File: config.mk
export PLATFORM = sky130hd
export DESIGN_NAME = pacman_map_writer
export DESIGN_NICKNAME = d
export VERILOG_FILES = /design/src/rtl/pacman_pkg.sv /design/src/rtl/move_pacer.sv /design/src/rtl/pacman_map_writer.sv
export SDC_FILE = /design/constraint.sdc
export NUM_CORES = 1
export LEC_CHECK = 0
export ABC_AREA = 1
export CAP_MARGIN = 20
export CORE_MARGIN = 4
export CORE_UTILIZATION = 31
export DETAILED_ROUTE_END_ITERATION = 16
export PLACE_DENSITY = 0.56
export SLEW_MARGIN = 25
export SYNTH_ARGS = -nofsm -noshare
export SYNTH_HDL_FRONTEND = slang
export SYNTH_HIERARCHICAL = 1
export SYNTH_SLANG_ARGS = --single-unit
File: constraint.sdc
create_clock -name CLOCK_50 -period 1.7 [get_ports CLOCK_50]
set_input_delay 0.255 -clock CLOCK_50 [delete_from_list [all_inputs] [get_ports CLOCK_50]]
set_output_delay 0.255 -clock CLOCK_50 [all_outputs]
set_load 0.03 [all_outputs]
File: src/rtl/pacman_pkg.sv
// Shared tile codes, map geometry, writer state encoding and address helper
// for the pacman map writer.
package pacman_pkg;

    localparam int MAP_W_DEFAULT = 40;
    localparam int MAP_H_DEFAULT = 30;
    localparam int X_BITS        = 6;
    localparam int Y_BITS        = 5;
    localparam int ADDR_BITS     = X_BITS + Y_BITS;

    typedef enum logic [3:0] {
        EMPTY  = 4'd0,
        WALL   = 4'd1,
        PILL   = 4'd2,
        PACMAN = 4'd3
    } tile_t;

    typedef enum logic [2:0] {
        S_IDLE,
        S_READ,
        S_CHECK,
        S_ERASE,
        S_DRAW,
        S_DONE,
        S_COOL,
        S_ABORT
    } writer_state_t;

    // Map RAM is row-major with a 64-tile row pitch: address = {y, x}.
    function automatic logic [ADDR_BITS-1:0] map_addr(input logic [X_BITS-1:0] x,
                                                      input logic [Y_BITS-1:0] y);
        return {y, x};
    endfunction

endpackage

File: src/rtl/move_pacer.sv
// Loadable down-counter that holds the writer in cooldown after each commit;
// zero is asserted while the count register is at zero.
module move_pacer
    import pacman_pkg::*;
#(
    parameter int WIDTH = 4
) (
    input  logic             clk,
    input  logic             rst_n,
    input  logic             load,
    input  logic [WIDTH-1:0] load_value,
    input  logic             dec,
    output logic             zero
);

    logic [WIDTH-1:0] count_reg;

    always_ff @(posedge clk or negedge rst_n) begin
        if (!rst_n) begin
            count_reg <= '0;
        end else if (load) begin
            count_reg <= load_value;
        end else if (dec && (count_reg != '0)) begin
            count_reg <= count_reg - WIDTH'(1);
        end
    end

    assign zero = (count_reg == '0);

endmodule

File: src/rtl/pacman_map_writer.sv
// Applies a requested pacman move to the map RAM: reads the destination tile,
// erases the current tile, draws pacman at the destination, then cools down.
module pacman_map_writer
    import pacman_pkg::*;
#(
    parameter int MAP_W      = MAP_W_DEFAULT,
    parameter int MAP_H      = MAP_H_DEFAULT,
    parameter int MOVE_DELAY = 16
) (
    input  logic                  CLOCK_50,
    input  logic                  reset,
    input  logic [X_BITS-1:0]     curr_pacman_x,
    input  logic [Y_BITS-1:0]     curr_pacman_y,
    input  logic [X_BITS-1:0]     next_pacman_x,
    input  logic [Y_BITS-1:0]     next_pacman_y,
    output logic                  done,
    output logic                  busy,
    output logic                  pill_eaten,
    output logic                  wall_hit,
    output logic [ADDR_BITS-1:0]  ram_addr,
    output logic                  ram_we,
    output logic [3:0]            ram_wdata,
    input  logic [3:0]            ram_rdata
);

    localparam int CNT_W = (MOVE_DELAY > 1) ? $clog2(MOVE_DELAY) : 1;
    localparam logic [X_BITS:0] X_LIMIT = (X_BITS + 1)'(MAP_W);
    localparam logic [Y_BITS:0] Y_LIMIT = (Y_BITS + 1)'(MAP_H);

    writer_state_t       state_reg;
    logic [X_BITS-1:0]   cx_reg;
    logic [Y_BITS-1:0]   cy_reg;
    logic [X_BITS-1:0]   nx_reg;
    logic [Y_BITS-1:0]   ny_reg;
    logic                cool_zero;
    logic                move_request;
    logic                out_of_range;

    assign move_request = ({next_pacman_x, next_pacman_y} != {curr_pacman_x, curr_pacman_y});
    // Wrap-around from the controller (e.g. x=0 stepping left gives 63) lands here too.
    assign out_of_range = ({1'b0, next_pacman_x} >= X_LIMIT) ||
                          ({1'b0, next_pacman_y} >= Y_LIMIT);

    move_pacer #(
        .WIDTH (CNT_W)
    ) u_pacer (
        .clk        (CLOCK_50),
        .rst_n      (reset),
        .load       (state_reg == S_DONE),
        .load_value (CNT_W'(MOVE_DELAY - 1)),
        .dec        (state_reg == S_COOL),
        .zero       (cool_zero)
    );

    always_ff @(posedge CLOCK_50 or negedge reset) begin
        if (!reset) begin
            state_reg  <= S_IDLE;
            cx_reg     <= '0;
            cy_reg     <= '0;
            nx_reg     <= '0;
            ny_reg     <= '0;
            done       <= 1'b0;
            busy       <= 1'b0;
            pill_eaten <= 1'b0;
            wall_hit   <= 1'b0;
            ram_addr   <= '0;
            ram_we     <= 1'b0;
            ram_wdata  <= EMPTY;
        end else begin
            done       <= 1'b0;
            pill_eaten <= 1'b0;
            wall_hit   <= 1'b0;

            case (state_reg)
                S_IDLE: begin
                    if (move_request) begin
                        cx_reg <= curr_pacman_x;
                        cy_reg <= curr_pacman_y;
                        nx_reg <= next_pacman_x;
                        ny_reg <= next_pacman_y;
                        busy   <= 1'b1;
                        if (out_of_range) begin
                            wall_hit  <= 1'b1;
                            state_reg <= S_ABORT;
                        end else begin
                            ram_addr  <= map_addr(next_pacman_x, next_pacman_y);
                            state_reg <= S_READ;
                        end
                    end
                end

                S_READ: state_reg <= S_CHECK;

                S_CHECK: begin
                    if (ram_rdata == WALL) begin
                        wall_hit  <= 1'b1;
                        state_reg <= S_ABORT;
                    end else begin
                        pill_eaten <= (ram_rdata == PILL);
                        ram_addr   <= map_addr(cx_reg, cy_reg);
                        ram_wdata  <= EMPTY;
                        ram_we     <= 1'b1;
                        state_reg  <= S_ERASE;
                    end
                end

                S_ERASE: begin
                    ram_addr  <= map_addr(nx_reg, ny_reg);
                    ram_wdata <= PACMAN;
                    state_reg <= S_DRAW;
                end

                S_DRAW: begin
                    ram_we    <= 1'b0;
                    done      <= 1'b1;
                    state_reg <= S_DONE;
                end

                S_DONE: state_reg <= S_COOL;

                S_COOL: begin
                    if (cool_zero) begin
                        busy      <= 1'b0;
                        state_reg <= S_IDLE;
                    end
                end

                // Rejected move: wait for the controller to withdraw the request.
                S_ABORT: begin
                    if (!move_request) begin
                        busy      <= 1'b0;
                        state_reg <= S_IDLE;
                    end
                end

                default: begin
                    busy      <= 1'b0;
                    ram_we    <= 1'b0;
                    state_reg <= S_IDLE;
                end
            endcase
        end
    end

endmodule
Fig. 1: run 1, metal 1
Drawn at 4 px/micron.
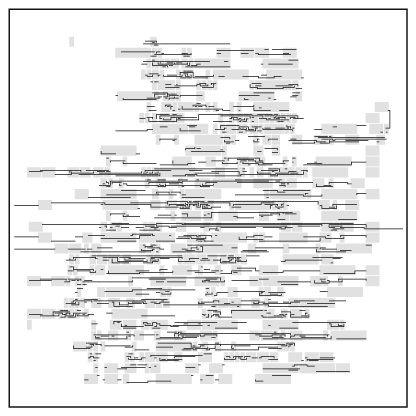
The longest straight run is 42.3 microns. 390 nets have wire on it. The layer carries 2,990 microns of wire.

Fig. 2: run 1, pin map
Drawn at 4 px/micron. Pins as bars across the die edge, other pins in grey.
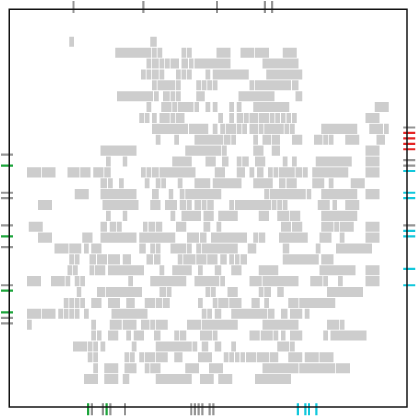
ram_addr: shown in cyan, pins 11, direction output, edge 7 right, 4 bottom. ram_rdata: shown in red, pins 4, direction input, edge right. curr_pacman_x: shown in green, pins 6, direction input, edge 4 left, 2 bottom.

Fig. 3: run 1, the metal 3 layer
Drawn at 3 px/micron.
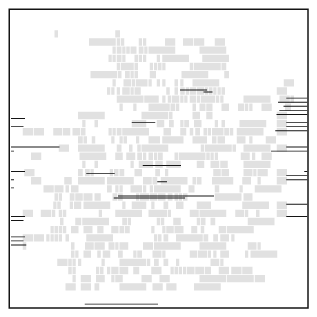
The layer holds 4.8% of the routed length. The layer carries 287 microns of wire. 34 nets have wire on it. The wires run mostly horizontal.

==> deck_impl_summary.md, run 1 <==
Synthesis and Place & Route Summary

Yosys
  • Main logic family after synthesis: simple AND/OR/NAND/NOR gates
  • Mapped cell area: 2570 sq um
  • Flops after synth: 46
  • EDFF count, synth: 0
  • Syn Area/Cell: 7.86 sq um
  • Yosys chip area: 2570 sq um
  • Ys async rst share: 1.00
  • FA/HA/MAJ Cells, Area Fraction: 0.00487
  • Synth warn: 6
  • Most frequent cell after synthesis: nand2_1
  • Area leader share: 0.448
  • Leading area contributor after synthesis: dfrtp_1
  • Mux share: 0
  • Top area cell types: dfrtp_1, nand2_1, o21ai_2
  • Ys cells: 327
  • Netlist cell types: 31
  • Register area share after synthesis: 0.448
  • Syn Inst Count: 327
  • Simple share: 0.292
  • Post-synthesis xor/xnor area fraction: 0.0204
  • AO/OA Area Share: 0.141
  • Dominant flop cell: dfrtp_1
  • Post-synth top cells: nand2_1, dfrtp_1, inv_1

Global routing
  • Total grt overflow: 0
  • All-Layer GR Usage: 0.126
  • M3 GR Usage: 0.0255
  • Busiest layer in global routing: met2
  • First-pass GRT wire length: 10,000 microns
  • Pin count of the biggest net entering global routing: 24
  • Initial antenna violation count: 0
  • Met2 usage: 0.195
  • GRT met1 Usage: 0.179

Drt
  • Met2 WL: 2620 microns
  • Final WL: 5950 microns
  • Met1 wire length: 2990 microns
  • Routed via count: 2,210
  • Vias per inst: 4.31
  • Top sig layer: met4
  • Met3 routed WL: 287 microns
  • Detail Route Antenna Nets: 0
  • DR WL/cell: 11.6 microns
  • Drt pass-1 iters: 4
  • Residual DRC: 0
  • 1st-iter DRT viols: 77

Finish
  • Synth-to-layout area growth: 35.9%
  • Non-CTS inverters: 33
  • Layout cells sized above 1: 0.238
  • Buffering overhead: 0.223
  • Most numerous logic cell after layout: nand2_1
  • Comb area share: 0.344
  • Max FFs per register: 11
  • Storage element area: 1150 sq um
  • Layout filler cell count: 815
  • Dominant logic cell types in the final layout: nand2_1, dfrtp_1, clkdlybuf4s50_1
  • Seq/total area: 0.329
  • Final nets: 439
  • Top class by area: combinational gates
  • # clk buffers: 8
  • Logic cell area: 1200 sq um
  • Comb_multi_in: 240
  • Clk tree area frac: 0.0315
  • Fin cells: 513
  • Final Core Density: 0.443
  • Flops: 46
  • Number of diodes: 0
  • Bufs w/o clock: 84
  • Design Area, Final: 3490 sq um

Setup path
  • CP endpoint: busy
  • Critical path's top delay family: buffers and inverters
  • Critical Path Source Type: flop
  • CP bufs+invs: 1
  • Worst path slowest cell: clkdlybuf4s50_1
  • Worst path depth: 1
  • Critical path arrival: 1.34 ns
  • Worst-path cell chain: clkdlybuf4s50_1
  • Setup slack, reg-to-reg: 0.17 ns
  • Crit Reg-Reg Endpoint: ram_addr[0]
  • Slowest Stage Delay on Critical Path: 0.69 ns
  • Critical Path Sink Type: primary output
  • Setup crit start: busy
  • Worst reg2reg startpoint: state_reg[2]
  • Critical path peak fanout: 2
  • CP Data Required Time: 1.44 ns
  • Crit Path Category: reg2out

Floorplan
  • DIE HEIGHT: 99.1 microns
  • Core region area: 7890 sq um
  • Row Count: 32
  • Die W: 99.1 microns
  • Chip area: 9810 sq um
  • Ports: 48
  • Well Taps: 102

Pwr
  • Reg power frac: 0.327
  • Seq pwr: 1.95 mW
  • Switching power: 2.58 mW
  • Total Power: 5.98 mW
  • VDD IR max: 0.000452 V
  • Power density over cell area: 1710 nW/um^2
  • Max power group: combinational logic
  • Int Power: 3.40 mW
  • Clock share of power: 0.129
  • Logic power comb: 3.25 mW
  • Clk power: 0.770 mW
  • Leak pwr: 1.73 nW
  • Switching Share: 0.431
  • Comb pwr share: 0.544

Outcome
  • Status: finished, final reports clean

Final timing
  • Skew final: 0.00740 ns
  • RSZ-0062 raised after global routing: no
  • Fin worst setup slack: 0.103 ns
  • Setup violators final: 0
  • Highest clock rate: 626 MHz
  • Pins over their slew limit: 0
  • Setup_tns: 0 ns
  • Hold_ws: 0.439 ns
  • Final min period: 1.60 ns
  • Cycle use final: 0.939
  • Final Hold Violation Tally: 0

Placed design
  • DP HPWL: 4720 microns
  • GPL Wtd Cong: 0.761
  • Dpl cell area: 3370 sq um
  • Placement Setup Slack: -0.185 ns
  • Inst Count DP: 504
  • Port Buffer Count: 45

Run
  • Max-Cap Viols: 0
  • Tool warnings: 26

Clock tree
  • Clock Sink Count: 46
  • Clk buf depth: 2
  • Postcts setup bufs: 0
  • CTS resizes: 0
  • TritonCTS clock tree: yes
  • H-tree depth: 2
  • Root buffer cell: clkbuf_8
  • CTS Buf Count: 5
  • Clock slew at the register clock pins of the worst setup and hold paths: 0.09 ns
  • Post-CTS Hold Fix Bufs: 1

Worst hold path
  • Worst hold path class: in2async
## Run 2: what changed since run 1
--- a/config.mk
+++ b/config.mk
@@ -11,7 +11,7 @@
 export CORE_UTILIZATION = 31
 export DETAILED_ROUTE_END_ITERATION = 16
 export PLACE_DENSITY = 0.56
-export SLEW_MARGIN = 25
+export SLEW_MARGIN = 20
 export SYNTH_ARGS = -nofsm -noshare
 export SYNTH_HDL_FRONTEND = slang
 export SYNTH_HIERARCHICAL = 1
==> deck_impl_summary.md, run 2 <==
Synthesis and Place & Route Summary

Final timing
  • Pins over their slew limit: 0 (unchanged)
  • Highest clock rate: 626 MHz (unchanged)
  • Hold_ws: 0.439 ns (unchanged)
  • RSZ-0062 raised after global routing: no
  • Cycle use final: 0.939 (unchanged)

Drt
  • Met2 WL: 2620 microns (unchanged)
  • Vias per inst: 4.31 (unchanged)
  • Final WL: 5950 microns (unchanged)
  • Drt pass-1 iters: 4 (unchanged)
  • Routed via count: 2,210 (unchanged)
  • Met1 wire length: 2990 microns (unchanged)
  • Detail Route Antenna Nets: 0 (unchanged)
  • Top sig layer: met4
  • 1st-iter DRT viols: 77 (unchanged)
  • Met3 routed WL: 287 microns (unchanged)

Finish
  • Number of diodes: 0 (unchanged)
  • Top class by area: combinational gates
  • Layout filler cell count: 815 (unchanged)
  • Max FFs per register: 11 (unchanged)
  • Comb area share: 0.344 (unchanged)
  • Flops: 46 (unchanged)
  • # clk buffers: 8 (unchanged)
  • Final nets: 439 (unchanged)
  • Dominant logic cell types in the final layout: nand2_1, dfrtp_1, clkdlybuf4s50_1
  • Comb_multi_in: 240 (unchanged)
  • Non-CTS inverters: 33 (unchanged)

Run
  • Max-Cap Viols: 0 (unchanged)

Clock tree
  • Postcts setup bufs: 0 (unchanged)
  • Post-CTS Hold Fix Bufs: 1 (unchanged)
  • Clock slew at the register clock pins of the worst setup and hold paths: 0.09 ns (about the same)
  • Clock Sink Count: 46 (unchanged)

Setup path
  • Setup crit start: busy
  • Setup slack, reg-to-reg: 0.17 ns (about the same)
  • Worst path slowest cell: clkdlybuf4s50_1
  • Crit Reg-Reg Endpoint: ram_addr[0]
  • Crit Path Category: reg2out
  • Worst-path cell chain: clkdlybuf4s50_1
  • Critical path's top delay family: buffers and inverters
  • Critical path arrival: 1.34 ns (about the same)
  • Worst path depth: 1 (unchanged)

Yosys
  • Flops after synth: 46 (unchanged)
  • AO/OA Area Share: 0.141 (unchanged)
  • Netlist cell types: 31 (unchanged)
  • Mux share: 0 (unchanged)
  • Main logic family after synthesis: simple AND/OR/NAND/NOR gates
  • Ys cells: 327 (unchanged)
  • Yosys chip area: 2570 sq um (unchanged)
  • Synth warn: 6 (unchanged)
  • Register area share after synthesis: 0.448 (unchanged)
  • FA/HA/MAJ Cells, Area Fraction: 0.00487 (unchanged)
  • Post-synth top cells: nand2_1, dfrtp_1, inv_1
  • Most frequent cell after synthesis: nand2_1
  • Syn Area/Cell: 7.86 sq um (unchanged)
  • Dominant flop cell: dfrtp_1
  • Leading area contributor after synthesis: dfrtp_1
  • EDFF count, synth: 0 (unchanged)

Pwr
  • Comb pwr share: 0.544 (about the same)
  • VDD IR max: 0.000452 V (unchanged)
  • Seq pwr: 1.95 mW (about the same)
  • Power density over cell area: 1710 nW/um^2 (unchanged)
  • Total Power: 5.98 mW (unchanged)
  • Clk power: 0.770 mW (about the same)
  • Int Power: 3.40 mW (unchanged)
  • Reg power frac: 0.327 (about the same)

Global routing
  • Met2 usage: 0.195 (unchanged)
  • All-Layer GR Usage: 0.126 (unchanged)
  • Initial antenna violation count: 0 (unchanged)
  • First-pass GRT wire length: 10,000 microns (unchanged)

Floorplan
  • Row Count: 32 (unchanged)
  • Ports: 48 (unchanged)
  • Die W: 99.1 microns (unchanged)
  • Core region area: 7890 sq um (unchanged)

Worst hold path
  • Worst hold path class: in2async

Placed design
  • Placement Setup Slack: -0.185 ns (unchanged)
  • Port Buffer Count: 45 (unchanged)
  • Inst Count DP: 504 (unchanged)

Outcome
  • Status: finished, final reports clean
Fig. 4: run 2, metal 1
Drawn at 4 px/micron.
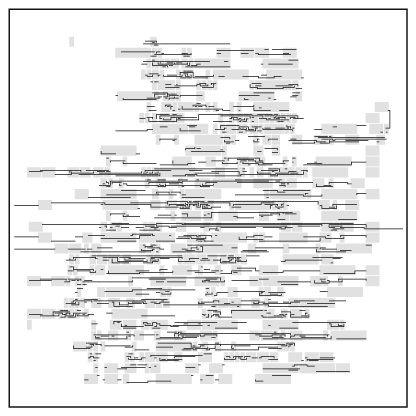
The wires run mostly horizontal. The layer holds 50% of the routed length. The layer carries 2,990 microns of wire. The longest straight run is 42.3 microns.

Fig. 5: run 2, signal wires on met2
Drawn at 4 px/micron.
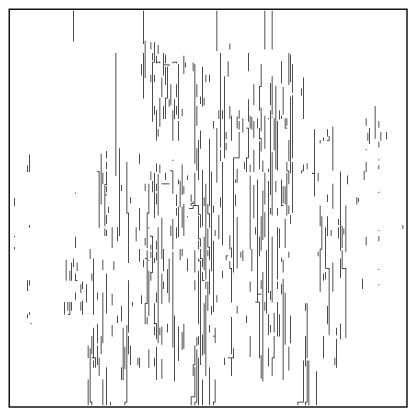
The wires run mostly vertical. 323 nets have wire on it. The longest straight run is 30.6 microns. The layer carries 2,620 microns of wire.

Fig. 6: run 2, routing congestion
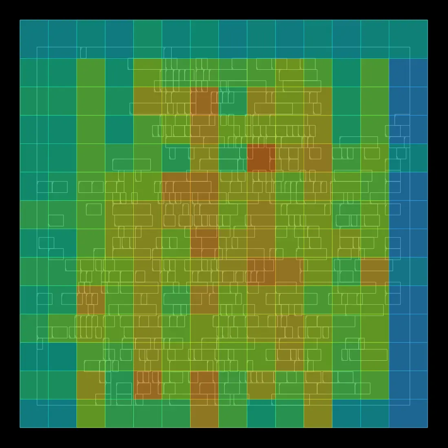
GRT met1 Usage: 0.179
busiest layer in global routing: met2

## Run 3: what changed since run 2
--- a/config.mk
+++ b/config.mk
@@ -8,9 +8,9 @@
 export ABC_AREA = 1
 export CAP_MARGIN = 20
 export CORE_MARGIN = 4
-export CORE_UTILIZATION = 31
+export CORE_UTILIZATION = 52
 export DETAILED_ROUTE_END_ITERATION = 16
-export PLACE_DENSITY = 0.56
+export PLACE_DENSITY = 0.86
 export SLEW_MARGIN = 20
 export SYNTH_ARGS = -nofsm -noshare
 export SYNTH_HDL_FRONTEND = slang
==> deck_impl_summary.md, run 3 <==
Synthesis and Place & Route Summary

Finish
  • Final nets: 434 (-1.1%)
  • Max FFs per register: 11 (unchanged)
  • # clk buffers: 7 (-1)
  • Synth-to-layout area growth: 32.8%
  • Logic cell area: 1210 sq um
  • Comb area share: 0.354 (+0.0103)
  • Non-CTS inverters: 33 (unchanged)
  • Layout filler cell count: 388 (-52%)
  • Flops: 46 (unchanged)
  • Dominant logic cell types in the final layout: nand2_1, dfrtp_1, clkdlybuf4s50_1
  • Top class by area: combinational gates
  • Comb_multi_in: 240 (unchanged)
  • Seq/total area: 0.337
  • Number of diodes: 0 (unchanged)
  • Storage element area: 1150 sq um
  • Bufs w/o clock: 79

Yosys
  • Syn Area/Cell: 7.86 sq um (unchanged)
  • Netlist cell types: 31 (unchanged)
  • FA/HA/MAJ Cells, Area Fraction: 0.00487 (unchanged)
  • Ys async rst share: 1.00
  • Main logic family after synthesis: simple AND/OR/NAND/NOR gates
  • Mux share: 0 (unchanged)
  • Dominant flop cell: dfrtp_1
  • Post-synthesis xor/xnor area fraction: 0.0204
  • EDFF count, synth: 0 (unchanged)
  • AO/OA Area Share: 0.141 (unchanged)
  • Ys cells: 327 (unchanged)
  • Register area share after synthesis: 0.448 (unchanged)
  • Yosys chip area: 2570 sq um (unchanged)
  • Simple share: 0.292
  • Leading area contributor after synthesis: dfrtp_1
  • Flops after synth: 46 (unchanged)
  • Most frequent cell after synthesis: nand2_1
  • Synth warn: 6 (unchanged)
  • Post-synth top cells: nand2_1, dfrtp_1, inv_1

Drt
  • Met3 routed WL: 290 microns (+1.0%)
  • Routed via count: 2,295 (+3.8%)
  • Final WL: 5990 microns (+0.77%)
  • Drt pass-1 iters: 4 (unchanged)
  • 1st-iter DRT viols: 171 (+120%)
  • Top sig layer: met4
  • Vias per inst: 4.85 (+13%)
  • Detail Route Antenna Nets: 0 (unchanged)
  • Met2 WL: 2970 microns (+13%)
  • Met1 wire length: 2620 microns (-12%)

Run
  • Max-Cap Viols: 0 (unchanged)
  • Tool warnings: 26

Setup path
  • CP bufs+invs: 1
  • Crit Path Category: reg2out
  • Worst-path cell chain: clkdlybuf4s50_1
  • Critical path arrival: 1.34 ns (about the same)
  • Setup crit start: ram_addr[8]
  • Worst path depth: 1 (unchanged)
  • Worst path slowest cell: clkdlybuf4s50_1
  • Path depth of the worst reg2reg path: 8
  • Setup slack, reg-to-reg: 0.13 ns (-0.04 ns)
  • Slowest Stage Delay on Critical Path: 0.68 ns
  • Critical path peak fanout: 2
  • Worst reg2reg startpoint: state_reg[2]
  • Critical path's top delay family: buffers and inverters
  • Crit Reg-Reg Endpoint: ram_addr[3]
  • CP Data Required Time: 1.44 ns
  • Critical Path Source Type: flop

Global routing
  • All-Layer GR Usage: 0.208 (+0.0829)
  • Total grt overflow: 0
  • Pin count of the biggest net entering global routing: 31
  • M3 GR Usage: 0.0378
  • First-pass GRT wire length: 10000 microns (-0.20%)
  • Busiest layer in global routing: met2
  • Initial antenna violation count: 0 (unchanged)
  • GRT met1 Usage: 0.267 (+0.0881)

Clock tree
  • Clock Sink Count: 46 (unchanged)
  • Post-CTS Hold Fix Bufs: 1 (unchanged)
  • CTS Buf Count: 5
  • Clk buf depth: 2
  • Clock slew at the register clock pins of the worst setup and hold paths: 0.09 ns (about the same)
  • TritonCTS clock tree: yes
  • Postcts setup bufs: 0 (unchanged)
  • H-tree depth: 2
  • Root buffer cell: clkbuf_8
  • Late-Pin Clk Latency: 0.30 ns

Final timing
  • RSZ-0062 raised after global routing: no
  • Fin worst setup slack: 0.105 ns
  • Final Hold Violation Tally: 0
  • Setup violators final: 0
  • Skew final: 0.00873 ns
  • Pins over their slew limit: 0 (unchanged)
  • Hold_ws: 0.405 ns (-0.0341 ns)
  • Cycle use final: 0.938 (about the same)
  • Highest clock rate: 627 MHz (about the same)

Floorplan
  • Die W: 78.3 microns (-21%)
  • Well Taps: 67
  • Ports: 48 (unchanged)
  • Core region area: 4750 sq um (-40%)
  • Starting Density: 0.541
  • Row Count: 25 (-22%)
  • DIE HEIGHT: 78.3 microns

Pwr
  • VDD IR max: 0.000770 V (+70%)
  • Reg power frac: 0.332 (+0.005)
  • Comb pwr share: 0.551 (+0.007)
  • Clock share of power: 0.116
  • Total Power: 5.95 mW (-0.49%)
  • Seq pwr: 1.98 mW (about the same)
  • Switching Share: 0.446
  • Leak pwr: 1.71 nW
  • Clk power: 0.692 mW (-10%)
  • Int Power: 3.29 mW (-3.2%)
  • Power density over cell area: 1740 nW/um^2 (+1.8%)

Placed design
  • GPL Wtd Cong: 0.900
  • Port Buffer Count: 45 (unchanged)
  • Placement Setup Slack: -0.181 ns (+0.00426 ns)
  • Inst Count DP: 464 (-7.9%)

Outcome
  • Status: finished, final reports clean

Worst hold path
  • Worst hold path class: in2async
Fig. 7: run 3, signal wires on met2
Drawn at 6 px/micron.
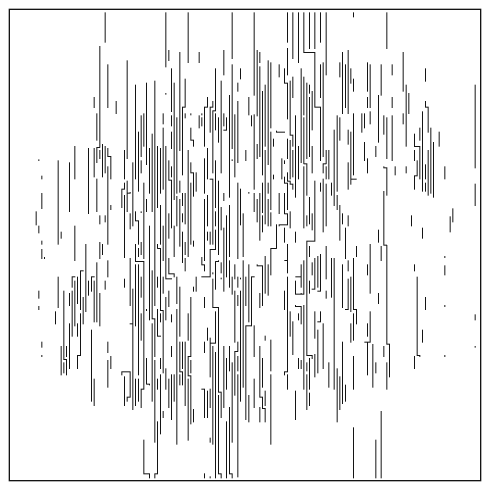
The longest straight run is 37.4 microns. The layer holds 50% of the routed length. The layer carries 2,970 microns of wire. The wires run mostly vertical. 339 nets have wire on it.

Fig. 8: run 3, routing congestion
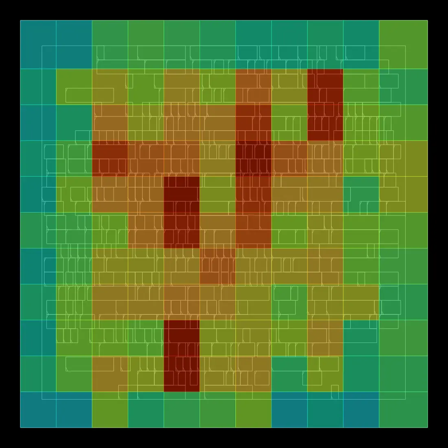
DR WL/cell: 12.7 microns
met2 usage: 0.354
Final Core Density: 0.718

Fig. 9: run 3, pin map
Drawn at 6 px/micron. Pins as bars across the die edge, other pins in grey.
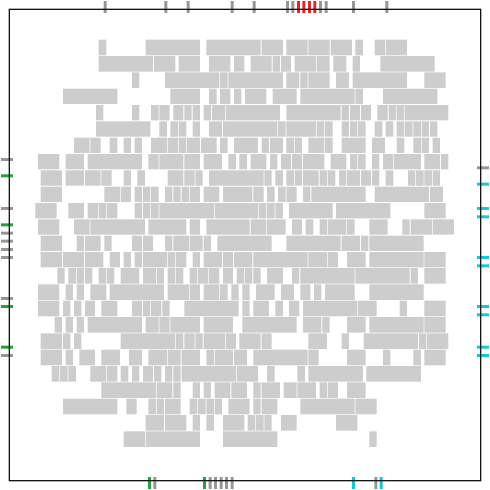
ram_addr: shown in cyan, pins 11, direction output, edge 9 right, 2 bottom. curr_pacman_x: shown in green, pins 6, direction input, edge 4 left, 2 bottom. ram_rdata: shown in red, pins 4, direction input, edge top.
All pins by edge: 15 top, 12 left, 11 bottom, 10 right.

No activity file was given, so power comes from the tool's default toggle rates.
